==> config.mk <==
export PLATFORM = sky130hd
export DESIGN_NAME = async_fifo_rd_upsizer
export DESIGN_NICKNAME = d
export VERILOG_FILES = /design/src/rtl/async_fifo_rd_upsizer_pkg.sv /design/src/rtl/async_fifo_rd_upsizer_oreg.sv /design/src/rtl/async_fifo_rd_upsizer.sv
export SDC_FILE = /design/constraint.sdc
export NUM_CORES = 1
export LEC_CHECK = 0
export ABC_AREA = 1
export CAP_MARGIN = 20
export CORE_AREA = 2 2 79 81
export CTS_BUF_LIST = sky130_fd_sc_hd__clkbuf_4
export DETAILED_ROUTE_END_ITERATION = 10
export DIE_AREA = 0 0 81 83
export PLACE_DENSITY = 0.86
export SLEW_MARGIN = 40
export SYNTH_ARGS = -nofsm -noshare
export SYNTH_HDL_FRONTEND = slang
export SYNTH_HIERARCHICAL = 1
export SYNTH_SLANG_ARGS = --single-unit
==> constraint.sdc <==
create_clock -name rd_clk -period 3.1 [get_ports rd_clk]
set_clock_uncertainty 0.05 [all_clocks]
set_input_delay 0.465 -clock rd_clk [delete_from_list [all_inputs] [get_ports rd_clk]]
set_output_delay 0.465 -clock rd_clk [all_outputs]
set_load 0.02 [all_outputs]
run_1/final_clocks.png
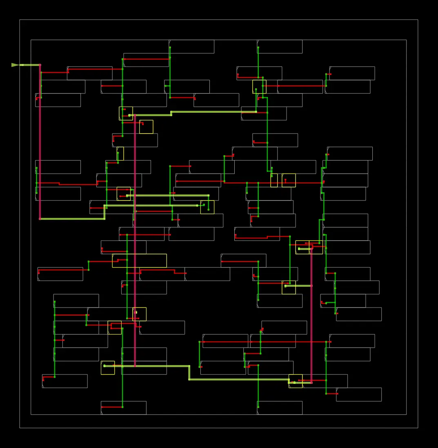
number of CTS-inserted buffers: 9
number of sequential storage elements: 76
clock latency reported for the late side of the worst-skew pair: 0.42 ns
clock tree buffer count of the final layout: 13

run_1/registers.png
Scale bar: 20 um. Other sequential cells in the stronger grey, the rest of the logic in the fainter grey.
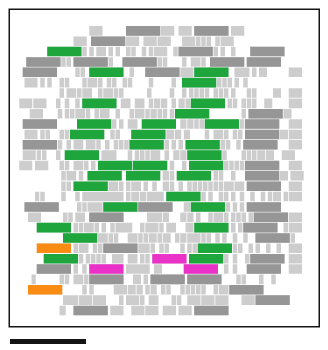
| colour | signal | sequential cells |
|---|---|---|
| magenta | `u_oreg/out_count` | 3 |
| orange | `rst_sync` | 2 |
| green | `g_lane.lane_q` | 32 |
not coloured: 39
register area: 1900 um^2
proportion of cell area occupied by registers: 46.4%

run_1/cell_classes.png
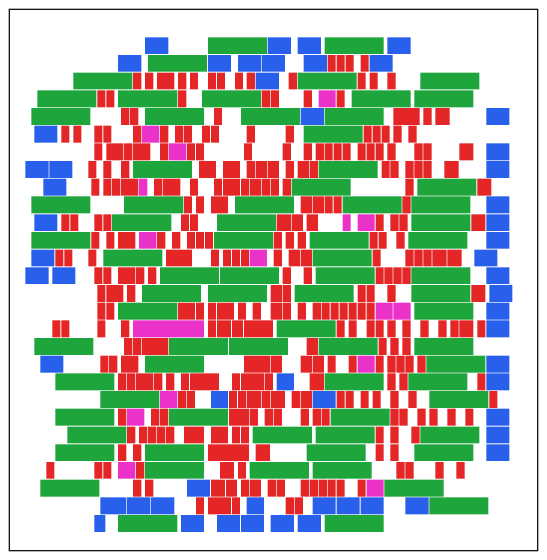
| colour | class | cells | share of their area |
|---|---|---|---|
| red | all other logic | 324 | 36% |
| green | flip-flops | 76 | 47% |
| blue | other buffers and delay cells | 55 | 13% |
| magenta | clock drivers and dummy loads | 16 | 3.4% |
final core utilization: 70.5%
core area: 5820 um^2

==> run notes, run 1 <==
Results of the flow run.

Summing internal, switching and leakage power gives 3.96 mW. Total power normalized to cell area comes to 965 nW/um^2. The half-perimeter wire length after detailed placement stands at 4.56 mm. The path class of the tightest hold or removal check is in2async.

The run finished with clean final reports. Per the synth stats, the proportion of register bits with asynchronous set or reset is 100%. In this run the horizontal extent of the chip is 81 um. The post-route fraction of the period consumed by the critical path stands at 90.5%.

Endpoints with negative setup slack in the final report add up to 0. Wire segments on met2 add up to 3.30 mm in the final route. For this run, the script counts the antenna cells in the layout as 0. The buffer levels on the longest clock path stands at 2. The finished layout holds 546 standard cells, fillers aside. The smallest clock period supported by the final layout is computed as 2.80 ns. The total number of vias stands at 2641. For met2 alone, demand over resource in global routing was 35.5%. The total iterations of the first detailed-routing run stands at 4.

The routability congestion estimate stands at 0.813. After technology mapping, the gate count stands at 413. IR analysis of the VDD net gives a maximum drop of 0.483 mV. The most critical hold endpoint after final layout shows a slack of 0.0828 ns.

The commonest register cell is dfrtp_1. The share of the core filled by cells before placement stands at 59.1%. Of the total synthesized cell area, the portion taken by AND, OR, NAND and NOR gates is 30.5%. The number of antenna violations at the first check in global routing stands at 0. The max-cap violation count stands at 0. Setup repair after global routing left no endpoint under its margin. The standard-cell row count stands at 28. The normalized max-slew margin stands at 51.4%.
run 1: critical path, stage by stage, from the launching register on:
cell and delay [ns]:
dfrtp_1 0.46, inv_2 0.11, nand2_2 0.08, nor2_1 0.56
nand2_1 0.10, clkdlybuf4s50_1 0.57
run 1: final cells by class:
type	instances	area (um^2)	area share (%)
Inverter	49	191	4.67
Timing Repair Buffer	55	539	13.1
Multi-Input combinational cell	275	1240	30.2
Clock buffer	13	97.6	2.38
Sequential cell	76	1900	46.4
Clock inverter	3	37.5	0.915
Tap cell	75	93.8	2.29
run 1: power by group through the flow:
stage	sequential [mW]	combinational (mW)	clock, mW
CTS	1.61	1.78	0.598
finish	1.60	1.76	0.588
floorplan	1.82	0.983	0
global route	1.65	1.96	0.658
detailed placement	1.62	1.77	0
global placement	1.61	1.72	0
## Run 2: what changed since run 1
--- a/config.mk
+++ b/config.mk
@@ -5,13 +5,12 @@
 export SDC_FILE = /design/constraint.sdc
 export NUM_CORES = 1
 export LEC_CHECK = 0
-export ABC_AREA = 1
 export CAP_MARGIN = 20
-export CORE_AREA = 2 2 79 81
+export CORE_AREA = 2 2 78 80
 export CTS_BUF_LIST = sky130_fd_sc_hd__clkbuf_4
 export DETAILED_ROUTE_END_ITERATION = 10
-export DIE_AREA = 0 0 81 83
-export PLACE_DENSITY = 0.86
+export DIE_AREA = 0 0 80 82
+export PLACE_DENSITY = 0.85
 export SLEW_MARGIN = 40
 export SYNTH_ARGS = -nofsm -noshare
 export SYNTH_HDL_FRONTEND = slang
==> run 2 against run 1 <==
The run now ends with negative hold slack left. Cell area fell by 2.8%. Combinational power about the same. Hold slack worse by 0.087 ns. Synthesized area down 3.8%. Fmax fell by 4.1%. First-iteration DRC count down 58%. Clock power fell by 3.7%. Sequential power increased by 2%. Via count is 31% lower. Cell count fell by 36%. Largest power group unchanged.
==> run notes, run 2 <==
Results of the flow run.

Setup repair after global routing left no endpoint under its margin. The antenna diode count stands at 0 (unchanged). The total number of vias is 1811 (-31%). The met2 usage stands at 27.0% (-8.5 points). The filler-free cell count of the finished design was 351 (-36%). The routability congestion estimate stands at 0.741 (-8.8%). The share of the core filled by cells before placement stands at 57.6% (-1.5 points).

The run finished, with violations left. The largest stage delay on the critical path came to 0.59 ns (+0.02 ns). The power per unit of standard cell area stands at 993 nW/um^2 (+3.0%).

The TritonCTS buffer count stands at 9 (unchanged). The number of setup violations in the final report stands at 0 (unchanged). The max-cap violation count stands at 0 (unchanged). The number of antenna violations at the first check in global routing came to 0 (unchanged). The overall power of the completed layout stands at 3.96 mW (+0.12%).

The post-route fraction of the period consumed by the critical path stands at 94.3% (+3.9 points). The normalized max-slew margin came to 55.5% (+4.1 points). The maximum ir drop on the vdd rail stands at 0.398 mV (-18%). The standard-cell row count stands at 28 (unchanged). The timing report shows that the slowest cell on the worst path is or3_1. The number of instances in the synthesized netlist was 213 (-48%).

The final hold slack stands at -0.00425 ns (-0.0871 ns). For reference, the final report shows the hold violation count at 2. The checks that failed: negative hold slack.

Per the synth stats, the flop cell with the highest instance count is dfrtp_1. The core area was 5750 um^2 (-1.2%). The die covers 6560 um^2.

The type recorded for the worst min-delay path is in2async. The sequential cell area was 1900 um^2 (unchanged). By instance count, the cell type seen most on the critical path is or3_1. The buffer levels on the longest clock path stands at 2 (unchanged). The signal on the critical path passes through or3_1, or3_1, clkdlybuf4s50_1. The die extent in x was 80 um (-1.2%). The sum of met2 wire segment lengths after detailed routing came to 2.54 mm (-23%).
==> run 2: critical path: cells and delay by family (launching register included) <==
family / cells / cell delay, ns
buffers and inverters: 1 / 0.54
DFF: 1 / 0.52
and+or+nand+nor: 2 / 0.96
==> run 2: kinds of logic (layout without fill, tap and decap cells) <==
kind of cell               Yosys count  in the layout  synth area share (%)
buffers and inverters               10             73                  3.10
DFF                                 76             76                  57.5
and+or+nand+nor                     48             48                  8.92
xor gates and xnor gates             1              1                 0.265
muxes                               69             69                  27.7
other                                1              1                 0.113
AOI/OAI and AO/OA                    6              6                  1.70
adders and majority gates            2              2                 0.756
==> run 2: final cells by class <==
class	instances	share of cell area [%]
inverter	2	0.188
clock inverter	6	1.38
timing repair buffer	55	13.6
multi-input combinational	127	32.9
tap	75	2.35
sequential	76	47.7
clock buffer	10	1.88
run_2/registers.png
Scale bar: 20 um. Other sequential cells in the stronger grey, the rest of the logic in the fainter grey.
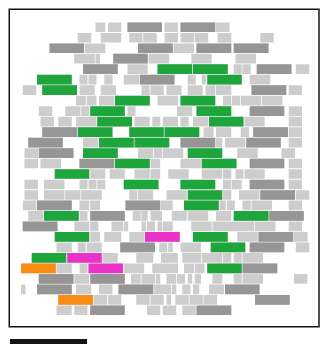
| colour | signal | sequential cells |
|---|---|---|
| magenta | `u_oreg/out_count` | 3 |
| green | `g_lane.lane_q` | 32 |
| orange | `rst_sync` | 2 |
proportion of cell area occupied by registers: 47.7%
final core utilization: 69.4%
Seq power: 1.64 mW

run_2/final_clocks.png
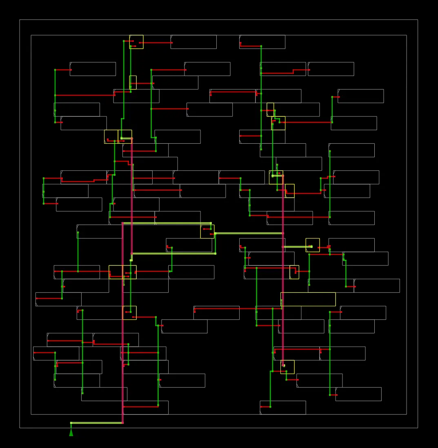
clock tree buffer count of the final layout: 10
P_clk: 566 uW
sinks on the clock net: 76
clock latency reported for the late side of the worst-skew pair: 0.40 ns

run_2/clock_map.png
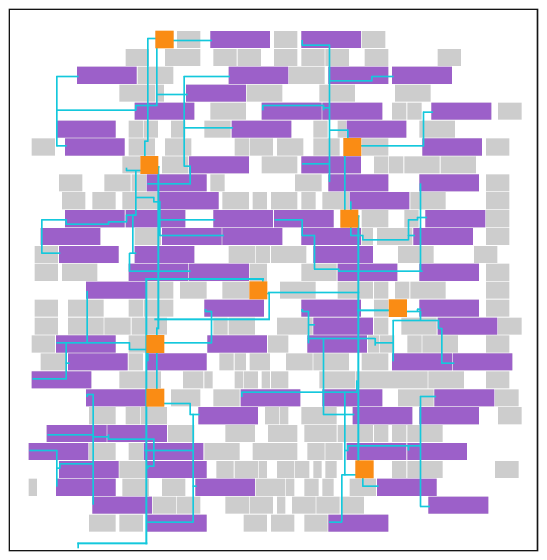
[orange] cells driving clock nets | count: 9
[cyan] clock wires | length: 827 um
[purple] flip-flops | count: 76
routed clock nets: 10
share of power burned in the clock network: 14.3%

Power is estimated from default activity; no workload was simulated.
